## src/rtl/stream_pkg.sv

```systemverilog
// Shared constants and helpers for the registered stream multiplexer.
package stream_pkg;

    localparam int MODE_SEL = 0;
    localparam int MODE_RR  = 1;

    // Never narrower than one bit, so index ports stay legal for any N.
    function automatic int clog2(input int value);
        int result;
        result = 1;
        while ((1 << result) < value) begin
            result = result + 1;
        end
        return result;
    endfunction

endpackage

```

## src/rtl/skid_buffer_2.sv

```systemverilog
// Two-entry output stage: a main register feeding the consumer plus one skid
// entry that absorbs the word accepted in the cycle the consumer stalls.
module skid_buffer_2 #(
    parameter int DW = 34
) (
    input  logic          clk,
    input  logic          rst,
    input  logic [DW-1:0] in_data,
    input  logic          in_valid,
    output logic          in_ready,
    output logic [DW-1:0] out_data,
    output logic          out_valid,
    input  logic          out_ready
);

    logic [DW-1:0] main_q;
    logic [DW-1:0] skid_q;
    logic          main_valid_q;
    logic          skid_valid_q;
    logic          push;
    logic          pop;

    assign in_ready  = ~skid_valid_q;
    assign push      = in_valid & in_ready;
    assign pop       = main_valid_q & out_ready;
    assign out_data  = main_q;
    assign out_valid = main_valid_q;

    // NOTE: state uses non-blocking assignments so every register samples
    // pre-edge values; the data registers are reset as well because the
    // output data must read zero after reset, not stale contents.
    always_ff @(posedge clk) begin
        if (rst) begin
            main_q       <= '0;
            skid_q       <= '0;
            main_valid_q <= 1'b0;
            skid_valid_q <= 1'b0;
        end else if (pop || !main_valid_q) begin
            // Main is free this cycle: the older skid word always goes first.
            if (skid_valid_q) begin
                main_q       <= skid_q;
                main_valid_q <= 1'b1;
                skid_valid_q <= push;
                if (push) begin
                    skid_q <= in_data;
                end
            end else if (push) begin
                main_q       <= in_data;
                main_valid_q <= 1'b1;
            end else begin
                main_valid_q <= 1'b0;
            end
        end else if (push) begin
            skid_q       <= in_data;
            skid_valid_q <= 1'b1;
        end
    end

endmodule

```

## src/rtl/stream_mux_reg.sv

```systemverilog
// Registered N-to-1 stream multiplexer with external-select or round-robin
// arbitration feeding a two-entry skid-buffered output stage.
module stream_mux_reg
    import stream_pkg::*;
#(
    parameter  int WIDTH = 32,
    parameter  int N     = 4,
    parameter  int MODE  = MODE_SEL,
    localparam int SEL_W = clog2(N)
) (
    input  logic                 clk,
    input  logic                 rst,
    input  logic [N*WIDTH-1:0]   in_data,
    input  logic [N-1:0]         in_valid,
    output logic [N-1:0]         in_ready,
    input  logic [SEL_W-1:0]     sel,
    output logic [WIDTH-1:0]     out_data,
    output logic [SEL_W-1:0]     out_idx,
    output logic                 out_valid,
    input  logic                 out_ready,
    output logic                 sel_err
);

    localparam int DW = WIDTH + SEL_W;

    logic [N-1:0]     grant_sel;
    logic [N-1:0]     grant_rr;
    logic [N-1:0]     grant;
    logic [SEL_W-1:0] grant_idx;
    logic [WIDTH-1:0] grant_data;
    logic [SEL_W-1:0] ptr;
    logic             found;
    logic             acc;
    logic             buf_ready;
    logic             sel_bad;
    logic [DW-1:0]    buf_out;

    // NOTE: every combinational output gets a default before any branch so
    // no path leaves it unassigned and no latch is inferred.
    always_comb begin
        grant_sel = '0;
        for (int i = 0; i < N; i++) begin
            grant_sel[i] = (sel == SEL_W'(i));
        end
    end

    // ptr + k spans 1 .. 2N-1, so matching i or i+N gives the modulo-N wrap
    // without a divider, also for non-power-of-two N.
    always_comb begin
        grant_rr = '0;
        found    = 1'b0;
        for (int k = 1; k <= N; k++) begin
            for (int i = 0; i < N; i++) begin
                if (!found && in_valid[i] &&
                    ((int'(ptr) + k == i) || (int'(ptr) + k == i + N))) begin
                    grant_rr[i] = 1'b1;
                    found       = 1'b1;
                end
            end
        end
    end

    assign grant = (MODE == MODE_RR) ? grant_rr : grant_sel;

    always_comb begin
        grant_idx  = '0;
        grant_data = '0;
        for (int i = 0; i < N; i++) begin
            if (grant[i]) begin
                grant_idx  = SEL_W'(i);
                grant_data = in_data[i*WIDTH +: WIDTH];
            end
        end
    end

    assign in_ready = grant & {N{buf_ready & ~rst}};
    assign acc      = |(in_valid & in_ready);
    assign sel_bad  = (MODE == MODE_SEL) && (32'(sel) >= N) && (|in_valid);

    always_ff @(posedge clk) begin
        if (rst) begin
            ptr     <= SEL_W'(N - 1);
            sel_err <= 1'b0;
        end else begin
            sel_err <= sel_bad;
            if (acc) begin
                ptr <= grant_idx;
            end
        end
    end

    skid_buffer_2 #(
        .DW(DW)
    ) u_skid (
        .clk       (clk),
        .rst       (rst),
        .in_data   ({grant_idx, grant_data}),
        .in_valid  (acc),
        .in_ready  (buf_ready),
        .out_data  (buf_out),
        .out_valid (out_valid),
        .out_ready (out_ready)
    );

    assign out_data = buf_out[WIDTH-1:0];
    assign out_idx  = buf_out[DW-1:WIDTH];

endmodule

```

## config.mk

```make
export PLATFORM = sky130hd
export DESIGN_NAME = stream_mux_reg
export DESIGN_NICKNAME = d
export VERILOG_FILES = /design/src/rtl/stream_pkg.sv /design/src/rtl/skid_buffer_2.sv /design/src/rtl/stream_mux_reg.sv
export SDC_FILE = /design/constraint.sdc
export NUM_CORES = 1
export LEC_CHECK = 0
export ABC_AREA = 1
export ABC_CLOCK_PERIOD_IN_PS = 1770
export CAP_MARGIN = 20
export CELL_PAD_IN_SITES_DETAIL_PLACEMENT = 1
export CELL_PAD_IN_SITES_GLOBAL_PLACEMENT = 1
export CORE_MARGIN = 2
export CORE_UTILIZATION = 41
export CTS_BUF_LIST = sky130_fd_sc_hd__clkbuf_16
export DETAILED_ROUTE_END_ITERATION = 6
export DONT_BUFFER_PORTS = 1
export HOLD_SLACK_MARGIN = 0.03
export PLACE_DENSITY_LB_ADDON = 0.1
export SLEW_MARGIN = 20
export SYNTH_ARGS = -nofsm -noshare
export SYNTH_HDL_FRONTEND = slang
export SYNTH_SLANG_ARGS = --single-unit
```

## constraint.sdc

```tcl
create_clock -name clk -period 1.77 [get_ports clk]
set_input_delay 0.4425 -clock clk [delete_from_list [all_inputs] [get_ports clk]]
set_output_delay 0.4425 -clock clk [all_outputs]
set_load 0.05 [all_outputs]
```

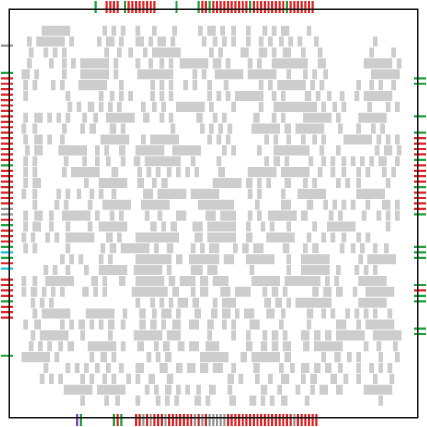
**Above:** run 1 (pin placement).
(4 px per um) Pins as bars across the die edge, other pins in grey.
port	colour	pins	direction	edge
out_idx	cyan	2	output	west
sel_err	purple	1	output	south
out_data	green	32	output	15 east, 7 west, 7 north, 3 south
in_data	red	128	input	40 south, 40 north, 35 west, 13 east

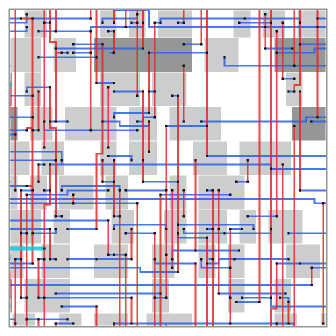
**Above:** run 1 (a small window of the routed layout).
Window x 38 to 63, y 18 to 43 um. Cells in grey, sequential cells in the stronger grey; small squares are vias.
layer	colour
metal 3	cyan
metal 1	blue
metal 2	red
cells with their middle in the window	47
netlist names of flops here include	u_skid.skid_q (1), u_skid.skid_valid_q (1)
sequential cells in the window	2
most frequent	buf_4 (10), nand2_1 (7)

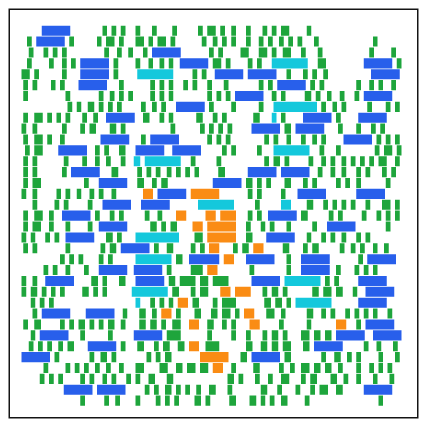
**Above:** run 1 (placement by cell class).
(4 px per um)
class	colour	cells
flops	blue	70
other buffers and delay cells	orange	23
clock drivers and dummy loads	cyan	15
combinational and other logic	green	566

==> CHANGELOG.md, run 1 <==
### Physical design

- Effective utilization at floorplan: 42.38%
- Number of setup buffers added after CTS: 0
- Worst voltage drop across the vdd grid: 0.0003865 V
- Residual DRC: 0
- Core box area: 9240 um2
- Slew at the pin with the worst max-slew slack: 556.1 ps
- Switching Share: 31.18%
- Routability-driven placement congestion ratio: 0.8078
- PwrDens: 1010 nW/um2
- Post-synthesis share of cell area spent on and, or, nand and nor gates: 47.57%
- Final Skew: 8.755 ps
- Largest net degree at the start of global routing: 41
- Xor and xnor fraction of the mapped netlist area: 0%
- Max Fanout on Critical Path: 5
- Number of buffers added by the clock tree synthesis step: 9
- Number of sinks on the clock net: 70
- Synthesis Warnings: 0
- Die Height: 101.7 um
- Number of standard cells after synthesis: 677
- Cell class contributing the biggest share of worst-path delay: flip-flops
- Count of routing violations after the opening detailed-route iteration: 91
- Status: finished clean
- Cell area after technology mapping: 3916 um2
- CTS tree: yes
- Total die area: 10350 um2
- Delay contributed by the slowest stage of the critical path: 330 ps
- Total wire length after detailed routing: 12.48 mm
- Inst Count DP: 788
- Num rows: 35
- Clock period minus final worst setup slack: 1668 ps
- Reg clk slew, reported paths: 60 ps
- Clock latency reported for the late side of the worst-skew pair: 330 ps
- Required time of the critical path: 1330 ps
- Most popular library cell in the synthesized design by count: sky130_fd_sc_hd__nand2_1
- Fmax: 599.6 MHz
- Most numerous logic cells after layout: sky130_fd_sc_hd__nand2_1, sky130_fd_sc_hd__nor2_1, sky130_fd_sc_hd__dfxtp_1
- Final-report max-slew violation count: 0
- Async set-reset flop share out of synthesis: 0%
- Horiz. Die Dim: 101.7 um
- Overall fraction of global-route tracks in use: 24.16%
## run 1: sequential cells by signal (all words and copies together), names as in the netlist
name	count
u_skid.skid_valid_q	1
u_skid.skid_q	34
u_skid.out_valid	1
u_skid.out_data	34
## run 1: path summary, 6_finish.rpt
check	slack, ps	endpoint	cells past startpoint	from
max	100	in_ready[2]	4	u_skid.skid_valid_q
min	200	u_skid.skid_q[24]	1	rst
max reg2reg	180	u_skid.out_data[13]	7	u_skid.skid_valid_q
min reg2reg	460	u_skid.skid_q[9]	2	u_skid.skid_q[9]
## run 1: layout make-up
type	count	area (um2)
Fill cell	1286	4783
Multi-Input combinational cell	523	2196
Sequential cell	70	1403
Timing Repair Buffer	23	230.2
Clock buffer	9	225.2
Inverter	43	161.4
Tap cell	129	161.4
Clock inverter	6	80.08
## run 1: per-stage QoR
stage	instance area (um2)	setup WS, ps	total power, uW	util, %	hold slack [ps]
4_1_cts	4448	24.66	4550	48.14	172.7
5_1_grt	4457	21.16	4711	48.23	177.1
3_5_place_dp	4136	32.05	2673	44.77	451.2
2_1_floorplan	3934	-83.35	2514	-	444.4
3_3_place_gp	4136	116.4	2642	44.77	444.1
6_report	4457	102.3	4499	48.23	195.9
## run 1: layer usage
| metal | vias to the layer above | track usage, % | wire length (um) |
|---|---|---|---|
| met5 | - | 0 | 0 |
| met4 | 0 | 7.069 | 132 |
| met3 | 12 | 4.141 | 582 |
| met2 | 106 | 43.62 | 6353 |
| met1 | 1924 | 29.24 | 5408 |
| li1 | 2067 | - | - |
## run 1: timing repair
| item | 4_1_cts | 5_1_grt |
|---|---|---|
| resized | 3 | 2 |
| endpoints found under the setup margin | 4 | 33 |
| hold endpoints to repair | 0 | 0 |
==> run 2, diff against run 1 <==
--- a/config.mk
+++ b/config.mk
@@ -5,17 +5,16 @@
 export SDC_FILE = /design/constraint.sdc
 export NUM_CORES = 1
 export LEC_CHECK = 0
-export ABC_AREA = 1
 export ABC_CLOCK_PERIOD_IN_PS = 1770
-export CAP_MARGIN = 20
 export CELL_PAD_IN_SITES_DETAIL_PLACEMENT = 1
 export CELL_PAD_IN_SITES_GLOBAL_PLACEMENT = 1
 export CORE_MARGIN = 2
-export CORE_UTILIZATION = 41
+export CORE_UTILIZATION = 47
 export CTS_BUF_LIST = sky130_fd_sc_hd__clkbuf_16
 export DETAILED_ROUTE_END_ITERATION = 6
 export DONT_BUFFER_PORTS = 1
 export HOLD_SLACK_MARGIN = 0.03
+export MAX_ROUTING_LAYER = met4
 export PLACE_DENSITY_LB_ADDON = 0.1
 export SLEW_MARGIN = 20
 export SYNTH_ARGS = -nofsm -noshare
==> run 2 against run 1 <==
Critical path depth stayed put. Routed wire length is 13% lower. Total power is 1.2% higher. Via count is 25% lower. Die area is 10% lower. Worst hold slack worse by 25 ps. Design area is 1.7% higher. Critical endpoint is now in_ready[0]. Largest cell class unchanged.
==> CHANGELOG.md, run 2 <==
### Physical design

- Status: finished clean
- Overall fraction of global-route tracks in use: 24.76% (+0.61 points)
- Worst voltage drop across the vdd grid: 0.0005286 V (+37%)
- Min-Delay Path Depth: 1 (unchanged)
- Reg clk slew, reported paths: 60 ps (about the same)
- Largest net degree at the start of global routing: 73 (+78%)
- Core box area: 8258 um2 (-11%)
- Fmax: 592.0 MHz (-1.3%)
- Final-report max-slew violation count: 0 (unchanged)
- Async set-reset flop share out of synthesis: 0% (unchanged)
- Worst hold-check slack: 171.0 ps (-24.85 ps)
- Most numerous logic cells after layout: sky130_fd_sc_hd__dfxtp_1, sky130_fd_sc_hd__a21oi_1, sky130_fd_sc_hd__nand3_1, sky130_fd_sc_hd__o21ai_0, sky130_fd_sc_hd__mux4_2
- Worst slack at placement: -136.5 ps (-168.5 ps)
- Inst Count DP: 465 (-41%)
- Total power after layout: 4553 uW (+1.2%)
- CTS tree: yes
- Number of sinks on the clock net: 70 (unchanged)
- Reg2reg setup slack: 320 ps (+140 ps)
- Layout Utilization: 54.89% (+6.7 points)
- Total wire length after detailed routing: 10.89 mm (-13%)
- Required time of the critical path: 1330 ps (about the same)
- Routability-driven placement congestion ratio: 0.7712 (-4.5%)
- Count of routing violations after the opening detailed-route iteration: 134 (+47%)
- Post-DP Area: 4230 um2 (+2.3%)
- Length in cells of the worst reg-to-reg path: 6 (-1)
## run 2: cell count changes after synthesis, moves of 21 or more
cell and change:
sky130_fd_sc_hd__a21oi_1 +30, sky130_fd_sc_hd__inv_1 -43, sky130_fd_sc_hd__nand4_1 -21, sky130_fd_sc_hd__mux4_2 +32, sky130_fd_sc_hd__mux2i_1 +27, sky130_fd_sc_hd__nor2_1 -87
sky130_fd_sc_hd__nand2_1 -296, sky130_fd_sc_hd__a211oi_2 +27
## run 2: final timing paths
| path | startpoint | end |
|---|---|---|
| worst min register to register | u_skid.skid_q[29] | u_skid.skid_q[29] |
| worst max register to register | u_skid.skid_valid_q | u_skid.skid_q[19] |
| worst min-delay path | rst | u_skid.out_data[18] |
| worst max-delay path | rst | in_ready[0] |
## run 2: worst max-delay path, cell delays in order
cell and delay [ps]:
sky130_fd_sc_hd__or2_1 280, sky130_fd_sc_hd__buf_4 190, sky130_fd_sc_hd__nor3_4 150, sky130_fd_sc_hd__buf_12 160
## run 2: final cells by class
class,instances,area [um2]
Clock inverter,6,77.57
Clock buffer,9,225.2
Timing Repair Buffer,26,320.3
Tap cell,105,131.4
Multi-Input combinational cell,263,2374
Sequential cell,70,1401
Fill cell,883,3725
Inverter,1,3.754
## run 2: logic make-up after synthesis
group	after synthesis	synth area share [%]
AND-OR/OR-AND	141	25.01
flip-flops	70	34.88
multiplexers	61	25.57
AND/OR/NAND/NOR	60	7.412
buffers and inverters	46	7.038
other	1	0.09334
## run 2: report_power, final
group | switching [uW] | internal, uW
Combinational | 352 | 347
Sequential | 319 | 1660
Clock | 660 | 1210
## run 2: layer usage
layer  global-route usage [%]  share of wire, %  vias to the layer above
li1                         -                 -                     1439
met1                    30.10                42                     1542
met2                    41.55                51                      104
met3                    5.275               5.9                       12
met4                    7.512               1.1                        0
met5                        -                 0                        -
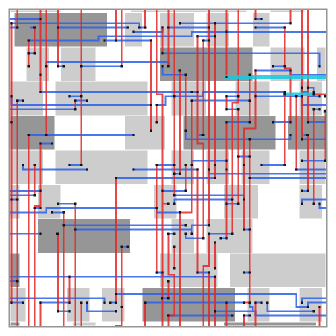
**Above:** run 2 (a small window of the routed layout).
Window x 36 to 61, y 16 to 41 um. Cells in grey, sequential cells in the stronger grey; small squares are vias.
layer	colour
metal 3	cyan
metal 2	red
metal 1	blue
cells with their middle in the window	35
most frequent	a21oi_1 (7), buf_4 (7), dfxtp_1 (5)
sequential cells in the window	5
netlist names of flops here include	u_skid.skid_q (2)

Power is estimated from default activity; no workload was simulated.
